--- src/rtl/button_conditioner_pkg.sv ---
// Shared definitions for the game-button front end: channel indices,
// channel count, board-clock timing defaults and the repeat FSM states.
package button_conditioner_pkg;

  // Button channel indices, also used by the menu/play state controller
  localparam int BTN_RED    = 0;
  localparam int BTN_BLUE   = 1;
  localparam int BTN_YELLOW = 2;

  localparam int N_BTN = 3;

  // Board-clock timing defaults
  localparam int DEF_DEBOUNCE_CYCLES = 500000;
  localparam int DEF_REPEAT_DELAY    = 25000000;
  localparam int DEF_REPEAT_PERIOD   = 10000000;

  // Red and blue scroll with auto-repeat; yellow confirms and never repeats
  localparam logic [N_BTN-1:0] DEF_REPEAT_MASK = 3'b011;
  localparam bit               DEF_ACTIVE_LOW  = 1'b0;

  // Auto-repeat FSM states
  typedef enum logic [0:0] {
    ST_IDLE = 1'b0,
    ST_HOLD = 1'b1
  } rep_state_e;

endpackage

--- src/rtl/button_channel.sv ---
// One button channel: two-flop synchronizer, debounce filter, registered
// press/release pulses and an optional auto-repeat FSM.
module button_channel
  import button_conditioner_pkg::*;
#(
  parameter int DEBOUNCE_CYCLES = DEF_DEBOUNCE_CYCLES,
  parameter int REPEAT_DELAY    = DEF_REPEAT_DELAY,
  parameter int REPEAT_PERIOD   = DEF_REPEAT_PERIOD,
  parameter bit REPEAT_EN       = 1'b1,
  parameter bit ACTIVE_LOW      = DEF_ACTIVE_LOW
) (
  input  logic clk,
  input  logic rst,
  input  logic pad,
  output logic level,
  output logic press,
  output logic rel,
  output logic rpt,
  output logic ev,
  output logic press_nxt
);

  localparam int CW = $clog2(DEBOUNCE_CYCLES + 1);
  localparam int HW = $clog2(REPEAT_DELAY + 1);
  // Reload value so that repeats after the first are REPEAT_PERIOD apart
  localparam int RELOAD = (REPEAT_DELAY > REPEAT_PERIOD) ? (REPEAT_DELAY - REPEAT_PERIOD) : 0;

  logic          sync1_r;
  logic          sync2_r;
  logic          db_level_r;
  logic [CW-1:0] cnt_r;
  logic          level_r;
  logic          press_r;
  logic          rel_r;
  logic          rpt_r;
  logic          ev_r;
  rep_state_e    state_r;
  logic [HW-1:0] hc_r;

  logic s_s;
  logic rise_s;
  logic fall_s;
  logic rpt_fire_s;

  // Polarity correction happens after synchronization so the pad stays a plain bit
  assign s_s    = sync2_r ^ ACTIVE_LOW;
  assign rise_s = db_level_r & ~level_r;
  assign fall_s = ~db_level_r & level_r;

  // A repeat fires only while holding, and never in a release cycle
  assign rpt_fire_s = REPEAT_EN && (state_r == ST_HOLD) && !fall_s &&
                      (hc_r == HW'(REPEAT_DELAY - 1));

  // Synchronize the pad and filter it: the level flips only after a run of differing samples
  always_ff @(posedge clk) begin
    if (rst) begin
      sync1_r    <= 1'b0;
      sync2_r    <= 1'b0;
      db_level_r <= 1'b0;
      cnt_r      <= '0;
    end else begin
      sync1_r <= pad;
      sync2_r <= sync1_r;
      if (s_s == db_level_r) begin
        cnt_r <= '0;
      end else if (cnt_r == CW'(DEBOUNCE_CYCLES - 1)) begin
        db_level_r <= ~db_level_r;
        cnt_r      <= '0;
      end else begin
        cnt_r <= cnt_r + CW'(1);
      end
    end
  end

  // Register the debounced level and its edge pulses
  always_ff @(posedge clk) begin
    if (rst) begin
      level_r <= 1'b0;
      press_r <= 1'b0;
      rel_r   <= 1'b0;
      ev_r    <= 1'b0;
    end else begin
      level_r <= db_level_r;
      press_r <= rise_s;
      rel_r   <= fall_s;
      ev_r    <= rise_s | rpt_fire_s;
    end
  end

  // Auto-repeat FSM: arm on press, count while held, disarm on release
  always_ff @(posedge clk) begin
    if (rst) begin
      state_r <= ST_IDLE;
      hc_r    <= '0;
      rpt_r   <= 1'b0;
    end else begin
      rpt_r <= rpt_fire_s;
      case (state_r)
        ST_IDLE: begin
          hc_r <= '0;
          if (REPEAT_EN && rise_s) begin
            state_r <= ST_HOLD;
          end else begin
            state_r <= ST_IDLE;
          end
        end
        ST_HOLD: begin
          if (fall_s) begin
            state_r <= ST_IDLE;
            hc_r    <= '0;
          end else if (hc_r == HW'(REPEAT_DELAY - 1)) begin
            state_r <= ST_HOLD;
            hc_r    <= HW'(RELOAD);
          end else begin
            state_r <= ST_HOLD;
            hc_r    <= hc_r + HW'(1);
          end
        end
        default: begin
          state_r <= ST_IDLE;
          hc_r    <= '0;
        end
      endcase
    end
  end

  assign level     = level_r;
  assign press     = press_r;
  assign rel       = rel_r;
  assign rpt       = rpt_r;
  assign ev        = ev_r;
  assign press_nxt = rise_s;

endmodule

--- src/rtl/button_conditioner.sv ---
// Front end for the red/blue/yellow game buttons: one independent
// conditioning channel per button plus a registered any-press flag.
module button_conditioner
  import button_conditioner_pkg::*;
#(
  parameter int               N_BTN           = button_conditioner_pkg::N_BTN,
  parameter int               DEBOUNCE_CYCLES = DEF_DEBOUNCE_CYCLES,
  parameter int               REPEAT_DELAY    = DEF_REPEAT_DELAY,
  parameter int               REPEAT_PERIOD   = DEF_REPEAT_PERIOD,
  parameter logic [N_BTN-1:0] REPEAT_MASK     = DEF_REPEAT_MASK,
  parameter bit               BTN_ACTIVE_LOW  = DEF_ACTIVE_LOW
) (
  input  logic             clk,
  input  logic             rst,
  input  logic [N_BTN-1:0] btn_raw,
  output logic [N_BTN-1:0] btn_level,
  output logic [N_BTN-1:0] btn_press,
  output logic [N_BTN-1:0] btn_release,
  output logic [N_BTN-1:0] btn_repeat,
  output logic [N_BTN-1:0] btn_event,
  output logic             any_press
);

  logic [N_BTN-1:0] press_nxt_s;
  logic             any_press_r;

  for (genvar i = 0; i < N_BTN; i++) begin : g_ch
    button_channel #(
      .DEBOUNCE_CYCLES (DEBOUNCE_CYCLES),
      .REPEAT_DELAY    (REPEAT_DELAY),
      .REPEAT_PERIOD   (REPEAT_PERIOD),
      .REPEAT_EN       (REPEAT_MASK[i]),
      .ACTIVE_LOW      (BTN_ACTIVE_LOW)
    ) u_ch (
      .clk       (clk),
      .rst       (rst),
      .pad       (btn_raw[i]),
      .level     (btn_level[i]),
      .press     (btn_press[i]),
      .rel       (btn_release[i]),
      .rpt       (btn_repeat[i]),
      .ev        (btn_event[i]),
      .press_nxt (press_nxt_s[i])
    );
  end

  // Register the OR of next-cycle presses so any_press aligns with btn_press
  always_ff @(posedge clk) begin
    if (rst) begin
      any_press_r <= 1'b0;
    end else begin
      any_press_r <= |press_nxt_s;
    end
  end

  assign any_press = any_press_r;

endmodule
--- config.mk ---
export PLATFORM = sky130hd
export DESIGN_NAME = button_conditioner
export DESIGN_NICKNAME = d
export VERILOG_FILES = /design/src/rtl/button_conditioner_pkg.sv /design/src/rtl/button_channel.sv /design/src/rtl/button_conditioner.sv
export SDC_FILE = /design/constraint.sdc
export NUM_CORES = 1
export LEC_CHECK = 0
export CORE_ASPECT_RATIO = 1.4
export CORE_UTILIZATION = 34
export CTS_CLUSTER_DIAMETER = 30
export DETAILED_ROUTE_END_ITERATION = 10
export PLACE_DENSITY_LB_ADDON = 0.05
export SYNTH_ARGS = -nofsm -noshare
export SYNTH_HDL_FRONTEND = slang
export SYNTH_SLANG_ARGS = --single-unit
--- constraint.sdc ---
create_clock -name clk -period 6.11 [get_ports clk]
set_input_delay 0.9165 -clock clk [delete_from_list [all_inputs] [get_ports clk]]
set_output_delay 0.9165 -clock clk [all_outputs]
set_load 0.03 [all_outputs]
Fig. 1: run 1, placement by cell class
Scale: 2 px per µm.
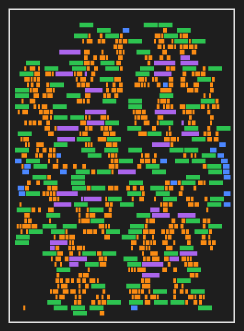
legend:
  remaining buffers and delay cells:
    colour: blue
    cells: 21
    share_of_their_area: 3.2%
  remaining logic cells:
    colour: orange
    cells: 486
    share_of_their_area: 45%
  clock drivers and dummy loads:
    colour: purple
    cells: 32
    share_of_their_area: 11%
  registers:
    colour: green
    cells: 132
    share_of_their_area: 41%
final instance area: 0.00673 mm²
row cnt: 55
Final Core Density: 41.3%
Core ar.: 0.0163 mm²
sequential share of cell area: 39.3%

Fig. 2: run 1, wires at chosen ports, followed through buffers
Scale: 2 px per µm.
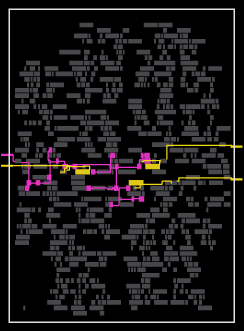
legend:
  rst:
    colour: magenta
    direction: input
    end_cells: 21
    wire: 187 µm
  btn_level:
    colour: yellow
    direction: output
    end_cells: 3
    wire: 159 µm
Ports: 21
IO Port Bufs: 19

Fig. 3: run 1, cell density map
Scale: 2 px per µm. The die is cut into 11 by 16 equal tiles; dark blue is low, red is high, 0 to 100% covered.
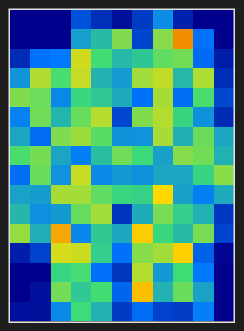
mean over tiles: 37%
fullest tile: 84%
tiles over 75% full: 3.4%
nearly empty tiles: 9.1%
FP Util: 35.2%

==> reports/qor.txt, run 1 <==
Area-dominant class = multi-input combinational cells
Comb area share = 42.3%
AND/OR/NAND/NOR Cells, Area Fraction = 29.2%
Complex Gates by Area = 9.24%
Area leader share = 46.0%
Detail Route Antenna Nets = 0
DR top layer = met4
Placed cell count = 838
Worst skew pair latency = 0.42 ns
TritonCTS clock tree = yes
Yosys top cell by area = dfxtp_1
Maximum VDD drop = 0.151 mV
Endpoints failing setup = 0
Logic area = 0.00284 mm²
Cell count after synthesis = 650
Lkg Pwr = 2.00 nW
Worst Path Buf+Inv = 1
Status = complete, but fails checks
WP depth = 4
Failing checks = design-rule violations
Startpoint Class = primary input
Worst hold path depth = 1
# DRC = 3
NetSw = 0.376 mW
Cts bufs inserted = 17
Met2 usage = 26.3%
Sequential power = 0.865 mW
Die height = 156 µm
Critical Path RT = 6.46 ns
Clock net power = 1.22 mW
Worst R2R Path Depth = 5
Max Fclk = 377 MHz
Overflow left after global routing = 0
PD cells = 311 mW/mm²
Top flop regs = g_ch.u_ch.cnt_r (57), g_ch.u_ch.hc_r (50)
Top cells by count, synth = dfxtp_1 (132), nor2_1 (78), xnor2_1 (41)
Power Combinational = 0.0123 mW
-- run 1: cell usage in the layout (no fill, tap or decap), drive strengths merged, types with 4 or more instances in the layout --
| cell | n |
|---|---|
| clkbuf | 24 |
| inv | 21 |
| nor2b | 10 |
| nand4 | 26 |
| xor2 | 23 |
| nor2 | 78 |
| nor4 | 13 |
| nand2b | 7 |
| clkdlybuf4s50 | 19 |
| and3 | 7 |
| or4 | 23 |
| nor3 | 10 |
| o31ai | 15 |
| a21oi | 40 |
| bufinv | 7 |
| or3 | 26 |
| and2 | 4 |
| ha | 5 |
| dfxtp | 132 |
| nand2 | 32 |
| nor4b | 8 |
| xnor2 | 41 |
| nand3 | 38 |
| o21ai | 27 |
| and4 | 9 |
Fig. 4: run 1, M1 wires
Scale: 3 px per µm. Supply wires on this layer in grey.
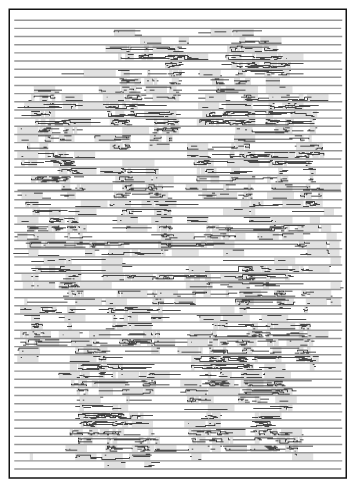

--- run 2 (diff from run 1) ---
Clock period 6.11 ns to 2.42 ns, I/O delays scaled along.
Fig. 5: run 2, M1 wires
Scale: 3 px per µm. Supply wires on this layer in grey.
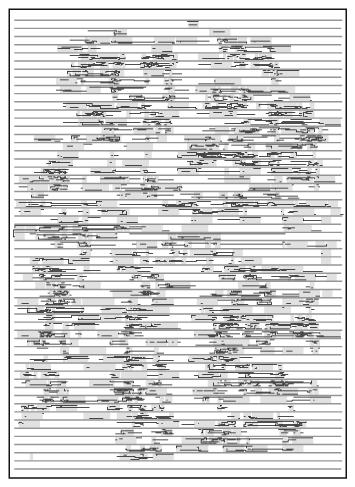
main direction: horizontal
share of all routed wire: 44%
nets with wire on the layer: 631
wire length on this layer: 5270 µm

Fig. 6: run 2, cell density map
Scale: 2 px per µm. The die is cut into 11 by 16 equal tiles; dark blue is low, red is high, 0 to 100% covered.
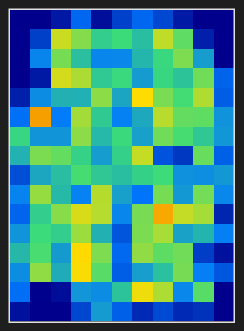
emptiest ninth of the die: north-west
mean over tiles: 37%
tiles over 75% full: 1.7%
nearly empty tiles: 8.0%

==> run 2 against run 1 <==
The run still ends with design-rule violations left. Synthesized cell count did not move. Clock power rose by 130%. Power rose by 140%. Clock-buffer cell count fell by 1. Register-to-register slack got worse by 3.4 ns. Critical path type is now flop to flop. Critical endpoint is now g_ch[1].u_ch.hc_r[24]. Largest cell class unchanged. Largest power group unchanged.
==> reports/qor.txt, run 2 <==
Endpoints failing setup = 0 (unchanged)
DR top layer = met4 (unchanged)
Area-dominant class = multi-input combinational cells (unchanged)
WP depth = 5 (was 4)
Grt met1 use = 16.2% (was 16.3%)
Final Core Density = 41.2% (was 41.3%)
Top flop regs = g_ch.u_ch.cnt_r (57), g_ch.u_ch.hc_r (50) (unchanged)
Row cnt = 55 (unchanged)
Storage cell area = 0.00264 mm² (unchanged)
Final instance area = 0.00672 mm² (was 0.00673 mm²)
Lkg Pwr = 2.01 nW (was 2.00 nW)
Setup Skew = 0.00664 ns (was 0.00481 ns)
Sequential power = 2.18 mW (was 0.865 mW)
Status = complete, but fails checks (unchanged)
Placed cell count = 845 (was 838)
Failing checks = design-rule violations (unchanged)
Cell count after synthesis = 650 (unchanged)
Worst hold path depth = 1 (unchanged)
NetSw = 0.957 mW (was 0.376 mW)
# DRC = 3 (unchanged)
TritonCTS clock tree = yes (unchanged)
Commonest Layout Cell = dfxtp_1 (unchanged)
Die height = 156 µm (unchanged)
Comb area share = 42.3% (about the same)
Logic area = 0.00284 mm² (unchanged)
Sequential share of cell area = 39.3% (about the same)
EDFF count, synth = 0 (unchanged)
Cell Chain, Critical Path = ha_1 -> nand3_2 -> or4_1 -> or4_1 -> a21oi_1 (was clkdlybuf4s50_1 -> nand3b_1 -> a31o_2 -> a21oi_1)
Maximum VDD drop = 0.460 mV (was 0.151 mV)
Startpoint Class = flop (was primary input)
Worst skew pair latency = 0.42 ns (about the same)
Non-clk buf share = 3.84% (was 3.05%)
Ports = 21 (unchanged)
Met2 usage = 25.8% (was 26.3%)
Critical Path RT = 2.77 ns (was 6.46 ns)
Clock net power = 2.79 mW (was 1.22 mW)
Max Fclk = 452 MHz
Worst Path Buf+Inv = 0 (was 1)
Worst R2R Path Depth = 5 (unchanged)
Most common logic cells in the final layout = dfxtp_1 (132), nor2_1 (78), xnor2_1 (41) (unchanged)
IO Port Bufs = 19 (unchanged)
Yosys top cell by area = dfxtp_1 (unchanged)
Clock-cell share = 9.61% (was 10.5%)
PD cells = 745 mW/mm² (was 311 mW/mm²)
Critical path endpoint = g_ch[1].u_ch.hc_r[24] (was g_ch[0].u_ch.hc_r[20])
Power Combinational = 0.0346 mW
Vias per cell = 5.17 (about the same)
[run 2: cell counts after synthesis]
Identical to the previous run, type by type.
[run 2: worst reg2reg max path, delay by kind of cell (launching register included)]
| family | cells | cell delay [ns] |
|---|---|---|
| and+or+nand+nor | 3 | 1.41 |
| DFF | 1 | 0.38 |
| adders and majority gates | 1 | 0.22 |
| AOI/OAI and AO/OA | 1 | 0.15 |
[run 2: logic make-up after synthesis]
kind of cell	after synthesis	share of synthesized area, %
adder cells (fa/ha/maj)	5	1.09
buffers and inverters	53	4.56
AND/OR/NAND/NOR	303	29.2
flip-flops	132	46.0
AND-OR/OR-AND	92	9.24
XOR/XNOR	64	9.77
other	1	0.0653
Fig. 7: run 2, wires at chosen ports, followed through buffers
Scale: 2 px per µm.
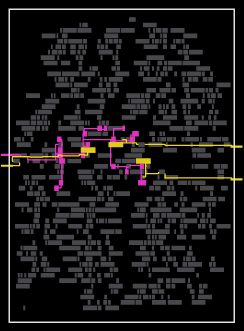

--- run 3 (diff from run 2) ---
Settings changed: CORE_ASPECT_RATIO 1.4 to 1.1.
Fig. 8: run 3, wires at chosen ports, followed through buffers
Scale: 2 px per µm.
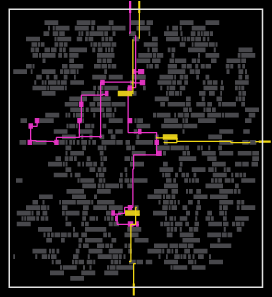
legend:
  btn_level:
    colour: yellow
    direction: output
    end_cells: 3
    wire: 147 µm
  rst:
    colour: magenta
    direction: input
    end_cells: 21
    wire: 300 µm

==> run 3 against run 2 <==
The run now ends clean. Design area rose by 0.26%. Sequential cell count unchanged. Die size about the same. First-iteration DRC count fell by 22%. Fmax is essentially flat. Clock skew rose by 0.00067 ns. Critical path depth did not move. Power fell by 2.2%. Sequential share of layout area fell by 0.10 points. Critical path type unchanged. Highest routed layer unchanged.
==> reports/qor.txt, run 3 <==
Area leader share = 46.0% (unchanged)
Lkg Pwr = 2.01 nW (about the same)
Comb area share = 42.2% (was 42.3%)
Vias per cell = 5.09 (was 5.17)
Cell count after synthesis = 650 (unchanged)
Grt met1 use = 18.7% (was 16.2%)
Overflow left after global routing = 0 (unchanged)
IO Port Bufs = 19 (unchanged)
Sequential power = 2.18 mW (about the same)
AND/OR/NAND/NOR Cells, Area Fraction = 29.2% (unchanged)
Diode count = 0 (unchanged)
Status = finished, final reports clean (was complete, but fails checks)
NetSw = 0.956 mW (was 0.957 mW)
Logic area = 0.00284 mm² (unchanged)
Top cells by count, synth = dfxtp_1 (132), nor2_1 (78), xnor2_1 (41) (unchanged)
Startpoint Class = flop (unchanged)
Clock net power = 2.68 mW (was 2.79 mW)
Area-dominant class = multi-input combinational cells (unchanged)
Placed cell count = 855 (was 845)
# DRC = 0 (was 3)
Endpoints failing setup = 0 (unchanged)
Maximum VDD drop = 0.497 mV (was 0.460 mV)
Setup Skew = 0.00731 ns (was 0.00664 ns)
EDFF count, synth = 0 (unchanged)
Ports = 21 (unchanged)
MUX area fraction = 0% (unchanged)
TritonCTS clock tree = yes (unchanged)
Worst skew pair latency = 0.42 ns (about the same)
Met2 usage = 22.5% (was 25.8%)
FP Util = 34.9% (was 35.2%)
Post-Synth Adder-Cell Area = 1.09% (unchanged)
Clock-cell share = 9.20% (was 9.61%)
Relative slew slack = 55.0% (was 52.1%)
Final instance area = 0.00673 mm² (was 0.00672 mm²)
Core ar. = 0.0164 mm² (was 0.0163 mm²)
PD cells = 727 mW/mm² (was 745 mW/mm²)
Yosys top cell by area = dfxtp_1 (unchanged)
Worst R2R Path Depth = 5 (unchanged)
Top flop regs = g_ch.u_ch.cnt_r (57), g_ch.u_ch.hc_r (50) (unchanged)
XOR Share, Synth = 9.77% (unchanged)
CP max stage delay = 0.70 ns (about the same)
Storage cell area = 0.00264 mm² (unchanged)
Max Fclk = 452 MHz (about the same)
Power Combinational = 0.0368 mW
Fig. 9: run 3, placement by cell class
Scale: 3 px per µm.
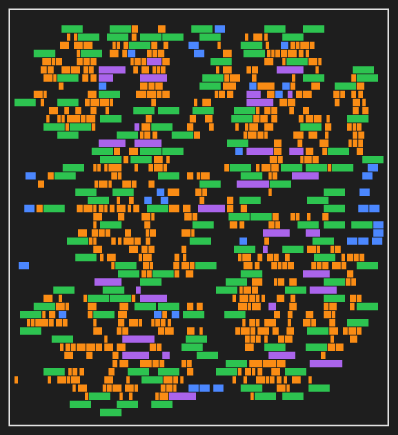
legend:
  remaining logic cells:
    colour: orange
    cells: 486
    share_of_their_area: 45%
  clock drivers and dummy loads:
    colour: purple
    cells: 31
    share_of_their_area: 9.6%
  remaining buffers and delay cells:
    colour: blue
    cells: 33
    share_of_their_area: 4.6%
  registers:
    colour: green
    cells: 132
    share_of_their_area: 41%
sequential share of cell area: 39.2%
Final Core Density: 41.0%

[run 3: cell counts after synthesis]
Identical to the previous run, type by type.
[run 3: final timing paths]
kind / to / startpoint / slack [ns]
setup / recovery: g_ch[1].u_ch.hc_r[24] / g_ch[1].u_ch.hc_r[0] / 0.21
setup reg to reg: g_ch[1].u_ch.hc_r[24] / g_ch[1].u_ch.hc_r[0] / 0.21
hold / removal: g_ch[0].u_ch.cnt_r[0] / g_ch[0].u_ch.cnt_r[0] / 0.46
hold reg to reg: g_ch[0].u_ch.cnt_r[0] / g_ch[0].u_ch.cnt_r[0] / 0.46
[run 3: routing by layer]
metal  up-vias  share of wire, %
met1      2087                50
met3        20               3.0
met2        54                45
li1       2353                 -
met4         0               1.8
met5         -                 0
Power is estimated from default activity; no workload was simulated.
